**src/rtl/signed_divider.sv**
```systemverilog
// signed_divider: 16-bit two's complement restoring divider, fixed 18-cycle latency.
module signed_divider (
  input  logic        clk,
  input  logic        rst,
  input  logic        start,
  input  logic [15:0] Q,
  input  logic [15:0] M,
  output logic [15:0] Quo,
  output logic [15:0] Rem,
  output logic        DVF,
  output logic        ZE,
  output logic        busy,
  output logic        done
);
  typedef enum logic [1:0] {IDLE, LOAD, ITER, FIX} state_t;
  state_t state_q, state_d;
  logic [15:0] qi_q, qi_d, mi_q, mi_d, qb_q, qb_d, mm_q, mm_d;
  logic [15:0] quo_q, quo_d, rem_q, rem_d, qfix, rfix;
  logic [16:0] a_q, a_d, sh, diff;
  logic [3:0]  cnt_q, cnt_d;
  logic        sq_q, sq_d, sm_q, sm_d, dvf_q, dvf_d, ze_q, ze_d;
  logic        busy_q, busy_d, done_q, done_d, zero;
  always_comb begin
    state_d = state_q;
    qi_d    = qi_q;
    mi_d    = mi_q;
    qb_d    = qb_q;
    mm_d    = mm_q;
    a_d     = a_q;
    cnt_d   = cnt_q;
    sq_d    = sq_q;
    sm_d    = sm_q;
    quo_d   = quo_q;
    rem_d   = rem_q;
    dvf_d   = dvf_q;
    ze_d    = ze_q;
    busy_d  = busy_q;
    done_d  = 1'b0;
    sh      = {a_q[15:0], qb_q[15]};
    diff    = sh - {1'b0, mm_q};
    qfix    = (sq_q ^ sm_q) ? -qb_q : qb_q;
    rfix    = sq_q ? -a_q[15:0] : a_q[15:0];
    zero    = mi_q == 16'h0000;
    case (state_q)
      IDLE: if (start) begin
        qi_d    = Q;
        mi_d    = M;
        busy_d  = 1'b1;
        state_d = LOAD;
      end
      LOAD: begin
        sq_d    = qi_q[15];
        sm_d    = mi_q[15];
        qb_d    = qi_q[15] ? -qi_q : qi_q;
        mm_d    = mi_q[15] ? -mi_q : mi_q;
        a_d     = '0;
        cnt_d   = '0;
        state_d = ITER;
      end
      ITER: begin
        a_d     = diff[16] ? sh : diff;
        qb_d    = {qb_q[14:0], ~diff[16]};
        cnt_d   = cnt_q + 4'd1;
        state_d = (cnt_q == 4'd15) ? FIX : ITER;
      end
      FIX: begin
        // Zero divisor still runs the full iteration so latency never depends on operands.
        quo_d   = zero ? 16'h0000 : qfix;
        rem_d   = zero ? qi_q : rfix;
        ze_d    = zero;
        dvf_d   = zero | (qi_q == 16'h8000 && mi_q == 16'hFFFF);
        done_d  = 1'b1;
        busy_d  = 1'b0;
        state_d = IDLE;
      end
      default: state_d = IDLE;
    endcase
  end
  always_ff @(posedge clk) begin
    if (rst) begin
      state_q <= IDLE;
      qi_q    <= '0;
      mi_q    <= '0;
      qb_q    <= '0;
      mm_q    <= '0;
      a_q     <= '0;
      cnt_q   <= '0;
      sq_q    <= 1'b0;
      sm_q    <= 1'b0;
      quo_q   <= '0;
      rem_q   <= '0;
      dvf_q   <= 1'b0;
      ze_q    <= 1'b0;
      busy_q  <= 1'b0;
      done_q  <= 1'b0;
    end else begin
      state_q <= state_d;
      qi_q    <= qi_d;
      mi_q    <= mi_d;
      qb_q    <= qb_d;
      mm_q    <= mm_d;
      a_q     <= a_d;
      cnt_q   <= cnt_d;
      sq_q    <= sq_d;
      sm_q    <= sm_d;
      quo_q   <= quo_d;
      rem_q   <= rem_d;
      dvf_q   <= dvf_d;
      ze_q    <= ze_d;
      busy_q  <= busy_d;
      done_q  <= done_d;
    end
  end
  assign Quo  = quo_q;
  assign Rem  = rem_q;
  assign DVF  = dvf_q;
  assign ZE   = ze_q;
  assign busy = busy_q;
  assign done = done_q;
endmodule

```
**config.mk**
```make
export PLATFORM = sky130hd
export DESIGN_NAME = signed_divider
export DESIGN_NICKNAME = d
export VERILOG_FILES = /design/src/rtl/signed_divider.sv
export SDC_FILE = /design/constraint.sdc
export NUM_CORES = 1
export LEC_CHECK = 0
export CORE_MARGIN = 2
export CORE_UTILIZATION = 63
export CTS_BUF_LIST = sky130_fd_sc_hd__clkbuf_8
export DETAILED_ROUTE_END_ITERATION = 16
export PLACE_DENSITY = 0.87
export SLEW_MARGIN = 20
export SYNTH_ARGS = -nofsm -noshare
export SYNTH_HDL_FRONTEND = slang
export SYNTH_SLANG_ARGS = --single-unit
```
**constraint.sdc**
```tcl
create_clock -name clk -period 4.7 [get_ports clk]
set_input_delay 1.175 -clock clk [delete_from_list [all_inputs] [get_ports clk]]
set_output_delay 1.175 -clock clk [all_outputs]
set_load 0.01 [all_outputs]
```
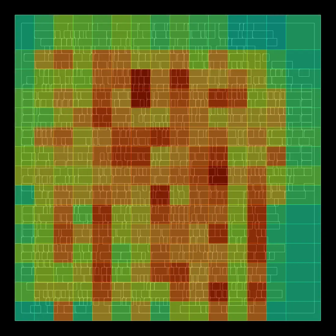
Fig. 1. Routing congestion map.
GRT Total Usage: 0.3041
DR WL/cell: 16.19 um

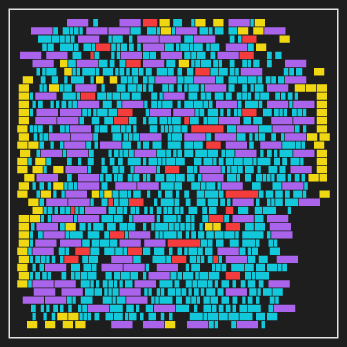
Fig. 2. Placement by cell class.
Drawn at 3 px/um.
legend:
  purple:
    class: sequential cells
    cells: 124
  red:
    class: clock drivers and dummy loads
    cells: 30
  cyan:
    class: combinational and other logic
    cells: 704
  yellow:
    class: remaining buffers and delay cells
    cells: 78
Seq/total area: 0.3085
Core Area: 10790 sq um
final core utilization: 0.7455
row count: 38
Final Instance Area: 8046 sq um

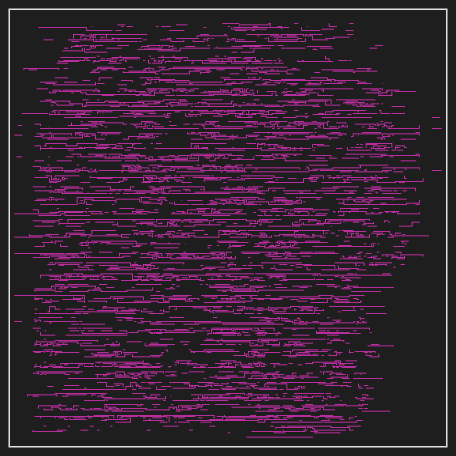
Fig. 3. M1 wires.
Drawn at 4 px/um.
wire length on this layer: 7580 um
share of all routed wire: 44%
main direction: horizontal
nets with wire on the layer: 898
longest straight run: 37.3 um
met1 usage: 0.4218
DR vias: 6535
Total Routed Length: 17.42 mm

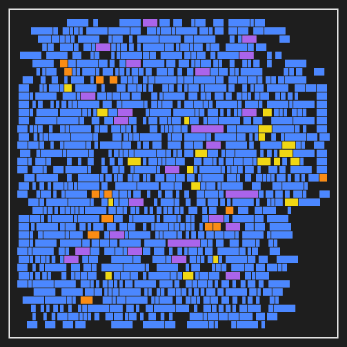
Fig. 4. Drive-strength map.
Drawn at 3 px/um.
legend:
  orange:
    size: _3 and _4 cells
    cells: 13
    most_used: buf_4
  yellow:
    size: _2 cells
    cells: 20
    most_used: o211ai_2
  purple:
    size: _6 and larger
    cells: 24
    most_used: clkbuf_8
  blue:
    size: _0 and _1 cells
    cells: 879
    most_used: nand2_1
setup slack after layout: 1.524 ns
Area Growth Syn to Fin: 15.92%
Non-clk bufs: 78

==> impl_metrics.csv <==
group,metric,value,unit
power,total_power,4.446,mW
routing,met2_length,7.771,mm
global_routing,busiest_layer,"met2",
logic_synthesis,synth-edff-count,0,
power,seqPwrFrac,0.325,
worst_setup_path,critPathMaxFanout,25,
cells_and_area,fin_nets,987,
sta,maxSlewHeadroom,0.2540,
clock_tree,insertion_delay,0.44,ns
sta,setup_violations,0,
power,leakage,3.039,nW
floorplanning,die_area,11870,sq um
power,clk-power,987,uW
power,sw_frac_of_total,0.4136,
sta,period_needed,3.176,ns
global_routing,grtUsageMet3,0.06934,
cells_and_area,comb_share,0.5060,
cells_and_area,fill_cells,830,
routing,first_pass_iters,5,
logic_synthesis,netlist_instances,888,
sta,fin_worst_skew,0.008348,ns
worst_hold_path,hp-class,"flip-flop to flip-flop",
placement,hpwl,11.82,mm
logic_synthesis,top_area_cell,"dfxtp_1",
floorplanning,io-pin-count,71,
placement,place_inst,1046,
logic_synthesis,netlist_area,6942,sq um
cells_and_area,diodes,0,
global_routing,grtUsageMet2,0.4654,
cells_and_area,nClkBuffers,21,
power,powerComb,2.01,mW
cells_and_area,clock_cell_area_share,0.05085,
job,openroad.warnings,30,
power,powerDensity,552.6,nW/um^2
routing,ant_nets,0,
logic_synthesis,postSynthAreaPerCell,7.817,sq um
run_status,status,"complete, no violations",
sta,fmax,0.3149,GHz
placement,gp_congestion,0.8970,
worst_hold_path,worstHoldStart,"Rem[2]",
worst_setup_path,critical_path_class,"flip-flop to flip-flop",
clock_tree,cts_root_buf,"clkbuf_8",
worst_setup_path,r2r-end,"Rem[1]",
cells_and_area,seq_cells,124,
logic_synthesis,topCombFamilyByArea,"AND-OR/OR-AND gates",
worst_setup_path,r2r-start,"mi_q[6]",
clock_tree,cts_hold_repair.buffers,0,
sta,fin_crit_sh,0.6757,
global_routing,grt_max_degree,65,
floorplanning,die_y,109.0,um
power,p_clk_frac,0.222,
worst_setup_path,cp.required,5.07,ns
logic_synthesis,yosysWarnings,0,
clock_tree,cts_num_sinks,124,
floorplanning,die_w,109.0,um
cells_and_area,nNonClkInverters,40,
cells_and_area,regArea,2482,sq um
sta,slew_violations,0,
cells_and_area,bufAreaShareNonClock,0.09423,
routing,dr_wl_met3,1.676,mm
global_routing,grt_pass1_wl,28.28,mm
logic_synthesis,ys_sh_simple,0.2048,
sta,tns,0,ns
logic_synthesis,numSynthFlops,124,
routing,drc_errors,0,
logic_synthesis,yosys.stat.seqShare,0.3576,
cells_and_area,dominant-cell-class,"logic gates",
placement,dpl_cell_area,7636,sq um
clock_tree,postCtsSetupRepairBufs,0,
power,p_switching,1.839,mW
routing,drt-met1-wl,7.583,mm
worst_hold_path,hold_end,"Rem[2]",
clock_tree,clock_tree.buffer_depth,2,
cells_and_area,mi_logic_area,4071,sq um
logic_synthesis,adder_share,0.04975,
global_routing,grt_pass1_vias,5782,
sta,finalHoldViolations,0,
## worst max-delay path: stages (launching register included)
cell	delay [ns]
dfxtp_1	0.37
or4_4	0.57
or3_4	0.35
or3_4	0.36
or4_1	0.93
o211ai_1	0.27
o211ai_1	0.11
a21oi_1	0.15
## cell usage in the layout (no fill, tap or decap), types with 22 or more instances in the layout
cell,netlist,routed
nor2_1,65,65
clkdlybuf4s50_1,0,69
mux2i_1,25,25
ha_1,26,26
nand2b_1,22,22
dfxtp_1,124,124
a21oi_1,91,91
xnor2_1,23,23
o21ai_0,49,49
xor2_1,43,43
inv_1,40,42
nand2_1,147,147
## flip-flops by register name, summed over array words and instances, names as in the netlist, 2 cells and up
name     cells
Quo         16
Rem         16
a_q         16
cnt_q        4
mi_q        16
mm_q        16
qb_q        16
qi_q        16
state_q      2
Power is estimated from default activity; no workload was simulated.
